## src/rtl/updn_counter.sv

```systemverilog
// Up/down counter with programmable terminal count, variable step size and a
// choice of modulo-wrap or clamp behaviour at the range boundaries.
// Flags: tc (combinational terminal count), wrap (one-cycle boundary pulse),
// ovf (sticky boundary flag, cleared only by reset/clear).
module updn_counter #(
  parameter int unsigned WIDTH    = 8,
  parameter int unsigned MAX      = 2**WIDTH - 1,
  parameter bit          SATURATE = 1'b0
) (
  input  logic             clock,
  input  logic             reset,
  input  logic             clear,
  input  logic             load,
  input  logic [WIDTH-1:0] data_in,
  input  logic             count_en,
  input  logic             down,
  input  logic [WIDTH-1:0] step,
  output logic [WIDTH-1:0] data_out,
  output logic             tc,
  output logic             wrap,
  output logic             ovf
);

  // Terminal count at native width and at the widened arithmetic width.
  localparam logic [WIDTH-1:0] MAX_W = WIDTH'(MAX);
  localparam logic [WIDTH:0]   MAX_E = (WIDTH+1)'(MAX);
  localparam logic [WIDTH:0]   ONE_E = (WIDTH+1)'(1);
  // Modulus of the count range; MAX <= 2**WIDTH-1 so this always fits.
  localparam logic [WIDTH:0]   MOD_E = MAX_E + ONE_E;

  // State
  logic [WIDTH-1:0] r_count;
  logic             r_wrap;
  logic             r_ovf;

  // Next-state
  logic [WIDTH-1:0] w_count_nxt;
  logic             w_wrap_nxt;
  logic             w_ovf_nxt;

  // Step datapath, one bit wider than the count so sums never truncate
  logic [WIDTH:0]   w_cnt_e;
  logic [WIDTH:0]   w_step_e;
  logic [WIDTH:0]   w_s;
  logic [WIDTH:0]   w_up_sum;
  logic             w_up_cross;
  logic             w_dn_cross;
  logic [WIDTH-1:0] w_up_next;
  logic [WIDTH-1:0] w_dn_next;
  logic             w_up_flag;
  logic             w_dn_flag;
  logic [WIDTH-1:0] w_load_val;

  // Step arithmetic: effective step, candidate next counts and crossing detection
  always_comb begin
    w_cnt_e    = {1'b0, r_count};
    w_step_e   = {1'b0, step};
    // Steps larger than the range behave as a full-range step.
    w_s        = (w_step_e > MAX_E) ? MAX_E : w_step_e;

    w_up_sum   = w_cnt_e + w_s;
    w_up_cross = (w_up_sum > MAX_E);
    w_dn_cross = (w_s > w_cnt_e);

    if (!w_up_cross) begin
      w_up_next = WIDTH'(w_up_sum);
    end else if (SATURATE) begin
      w_up_next = MAX_W;
    end else begin
      w_up_next = WIDTH'(w_up_sum - MOD_E);
    end

    if (!w_dn_cross) begin
      w_dn_next = WIDTH'(w_cnt_e - w_s);
    end else if (SATURATE) begin
      w_dn_next = '0;
    end else begin
      w_dn_next = WIDTH'(w_cnt_e + MOD_E - w_s);
    end

    // A clamped counter already sitting at MAX does not flag again when pushed up.
    w_up_flag  = w_up_cross && (!SATURATE || (r_count != MAX_W));
    w_dn_flag  = w_dn_cross;

    // Out-of-range load values are clamped so the count never exceeds MAX.
    w_load_val = (data_in > MAX_W) ? MAX_W : data_in;
  end

  // Next-state selection in priority order: reset, clear, load, count
  always_comb begin
    w_count_nxt = r_count;
    w_wrap_nxt  = 1'b0;
    w_ovf_nxt   = r_ovf;

    if (reset || clear) begin
      w_count_nxt = '0;
      w_wrap_nxt  = 1'b0;
      w_ovf_nxt   = 1'b0;
    end else if (load) begin
      w_count_nxt = w_load_val;
    end else if (count_en) begin
      if (down) begin
        w_count_nxt = w_dn_next;
        w_wrap_nxt  = w_dn_flag;
      end else begin
        w_count_nxt = w_up_next;
        w_wrap_nxt  = w_up_flag;
      end
      w_ovf_nxt = r_ovf | w_wrap_nxt;
    end
  end

  // State registers; reset is folded into the next-state logic (synchronous)
  always_ff @(posedge clock) begin
    r_count <= w_count_nxt;
    r_wrap  <= w_wrap_nxt;
    r_ovf   <= w_ovf_nxt;
  end

  // Outputs: count and flags straight from registers, tc follows current direction
  always_comb begin
    data_out = r_count;
    wrap     = r_wrap;
    ovf      = r_ovf;
    tc       = down ? (r_count == '0) : (r_count == MAX_W);
  end

endmodule

```

## config.mk

```make
export PLATFORM = sky130hd
export DESIGN_NAME = updn_counter
export DESIGN_NICKNAME = d
export VERILOG_FILES = /design/src/rtl/updn_counter.sv
export SDC_FILE = /design/constraint.sdc
export NUM_CORES = 1
export LEC_CHECK = 0
export CORE_MARGIN = 2
export CORE_UTILIZATION = 41
export CTS_CLUSTER_DIAMETER = 50
export DETAILED_ROUTE_END_ITERATION = 12
export PLACE_DENSITY_LB_ADDON = 0.05
export SETUP_SLACK_MARGIN = 0.02
export SKIP_CTS_REPAIR_TIMING = 1
export SLEW_MARGIN = 20
export SYNTH_ARGS = -nofsm -noshare
export SYNTH_HDL_FRONTEND = slang
export SYNTH_SLANG_ARGS = --single-unit
```

## constraint.sdc

```tcl
create_clock -name clock -period 6 [get_ports clock]
set_clock_uncertainty 0.2 [all_clocks]
set_input_delay 0.9 -clock clock [delete_from_list [all_inputs] [get_ports clock]]
set_output_delay 0.9 -clock clock [all_outputs]
set_load 0.01 [all_outputs]
```

==> impl_metrics.ini <==
; generated from flow reports
[final_layout]
lay_top_cells = sky130_fd_sc_hd__clkdlybuf4s50_1 (32), sky130_fd_sc_hd__ha_1 (16), sky130_fd_sc_hd__nor2_1 (14)
logic_gate_count = 114
comb_area_um2 = 862
ant_cells = 0
seq-cell-share = 0.132
layout.clock.cell_area_share = 0.0240
inverters = 14
layout-drive-gt1-share = 0.0690
number_of_sequential_storage_elements = 10
layout.cell_area.non_filler_mm2 = 0.00151
final_layout_top_logic_cell = sky130_fd_sc_hd__clkdlybuf4s50_1
area_share_nonclk_buffers = 0.212
final_cell_count_no_fill = 205
largest_register_ff_count = 8
largest_cell_class = combinational gates
sequential_cell_area_um2 = 200
buffers_excl_clock = 32
layout.filler_cells = 283
areaGrowthSynthToFinish_pct = 28.5
finalCoreUtilization = 0.553
nets = 215

[placed_design]
cell_count_after_placement = 201
gpl.final_weighted_congestion = 0.784
hpwlAfterDp_um = 2340
placement.cell_area_mm2 = 0.00148

[clock_network]
ctsHtreeMaxLevel = 1
clock_latency_ns = 0.26
clock_path_buffers = 2
clkTransAtPathRegs_ns = 0.07
cts_tree = built
cts_made_buffers = 3
tritoncts_num_sinks = 10
clock_tree.root_cell = sky130_fd_sc_hd__clkbuf_4

[synth]
ys_top_logic_family = AND-OR/OR-AND gates
synth_top_flop_cell = sky130_fd_sc_hd__dfxtp_1
synth_top_cell_by_count = sky130_fd_sc_hd__ha_1
synth.area.top_cells = sky130_fd_sc_hd__dfxtp_1 (17%), sky130_fd_sc_hd__ha_1 (17%), sky130_fd_sc_hd__nor2_1 (4.5%)
netlist.area_leader.share = 0.170
syn-cell-area_mm2 = 0.00118
yosys_chip_area_mm2 = 0.00118
adder_share = 0.204
enable_flop_cells = 0
syn_nets = 186
synthesis.yosys.warnings = 0
most_instantiated_cells_after_synthesis = sky130_fd_sc_hd__ha_1 (16), sky130_fd_sc_hd__nor2_1 (14), sky130_fd_sc_hd__inv_1 (13), sky130_fd_sc_hd__a21oi_1 (10), sky130_fd_sc_hd__dfxtp_1 (10)
syn_avg_cell_area_um2 = 8.06
synth.cellmix.compoundShare = 0.255
synthArstFlopShare = 0
ys_seq_elements = 10
postSynthSeqShare = 0.170
synthCells = 146
number_of_standard_cells_reported_by_yosys = 146
yosys.area_share.simple = 0.193
yosysUniqueCellTypes = 43
mux_share = 0.0425
synth.largest_area_cell = sky130_fd_sc_hd__dfxtp_1
yosys.area_share.xor_xnor = 0.0372

[global_routing]
grt_pass1_wl_um = 5040
met3_usage = 0.0272
track_usage = 0.191
grt_pass1_vias = 1106
grt_start_max_net_pins = 21
globalRoute.busiestLayer = met2
met1_usage = 0.246
globalRoute.totalOverflow = 0
initial_antenna_violation_count = 0

[detailed_routing]
detailroute.wirelength.met3_um = 96
firstDrtPassIters = 4
route.detailed.vias_per_inst = 5.57
final_antenna_violating_net_count = 0
route.layer.met1.wl_um = 1320
post_drt_wl_per_cell_um = 14.0
met2RoutedLength_um = 1440
drt_drc_violations_left = 0

[power]
power_report.internal_total_uw = 154
power-top-group = combinational cells
pwr_density_cell_mw_per_mm2 = 150
power.clock.total_uw = 60.9
peakVddDrop_mv = 0.147
power_combinational_uw = 90.5
total_power_uw = 226
leakage_uw = 0.000649
power.clock.fraction = 0.269
power.combinational.fraction = 0.400
switching_share = 0.321
total_switching_power_uw = 72.6
power_frac_seq = 0.331
powerSeq_uw = 74.8

[hold_path]
hold-path-cell-count = 1
hold_path.startpoint = ovf
worstHoldEndpoint = ovf
hold_path_class = reg -> reg

[setup_path]
standard_cell_with_the_maximum_stage_delay_on_the_critical_path = sky130_fd_sc_hd__clkdlybuf4s50_1
setup_crit_path_kind = in -> out
worstReg2RegEnd = data_out[4]
timing.critical_path.required_ns = 4.90
cp-end-kind = primary output
crit_startpoint = down
critical-path-top-cell-by-count = sky130_fd_sc_hd__clkdlybuf4s50_1
crit_cells = 4
path_max_fanout = 20
setup_slack_of_the_worst_register_to_register_path_ns = 3.58
critPathMaxStageDelay_ns = 0.90
critPathCapture = tc
cp_cell_sequence = clkdlybuf4s50_1 > nand3b_1 > o41ai_1 > clkdlybuf4s50_1
crit_family = buffers and inverters
r2r_start = data_out[0]

[sta]
hold_viol = 0
final.min_clock_period_ns = 3.94
fmax_mhz = 254
final.setup.tns_ns = 0
finalCritPeriodShare = 0.657
finalSetupViolations = 0
worst-slew-pin-transition_ns = 0.675
rsz0062_at_grt = no
relSlewSlack = 0.549
final_max_slew_viol_count = 0

[floorplan]
n_tap_cell = 31
boundaryPins = 33
design.core.area_mm2 = 0.00273
floorplanUtilization = 0.431
die_area_mm2 = 0.00332
placementRows = 19

[job]
timing.max_cap.violations = 0
warning_count = 34

[run_status]
outcome = finished clean
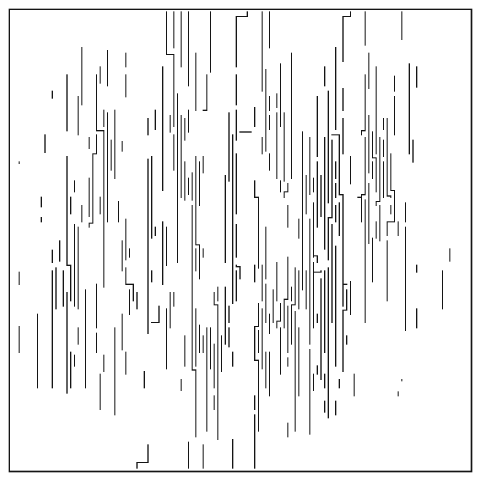
(images/m2.png)
Scale: 8 px per µm.
longest straight run = 21.8 µm
main direction = vertical
nets with wire on the layer = 171
wire length on this layer = 1,440 µm
share of all routed wire = 50%
met2 capacity usage during global routing: 0.330
vias post-DR: 1,142
total wire length after detailed routing: 2860 µm

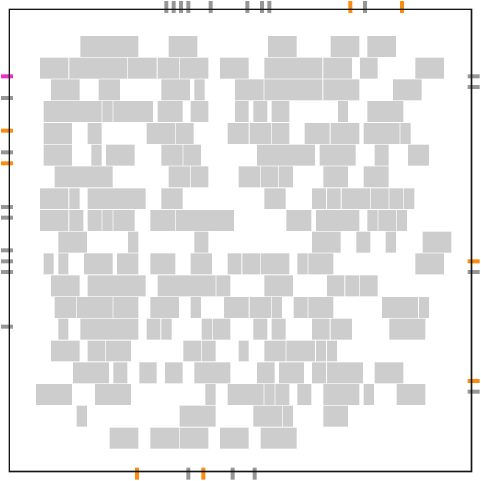
(images/pinout.png)
Scale: 8 px per µm. Pins as bars across the die edge, other pins in grey.
`data_out` -> orange  # pins 8, direction output, edge 2 west, 2 south, 2 east, 2 north
`clock` -> magenta  # pins 1, direction input, edge west
all pins by edge = 11 north, 11 west, 6 east, 5 south
number of port buffers: 32
Die Height: 57.6 µm
Chip Width: 57.6 µm

Power figures rest on the tool's default switching activity, not on a simulated workload.
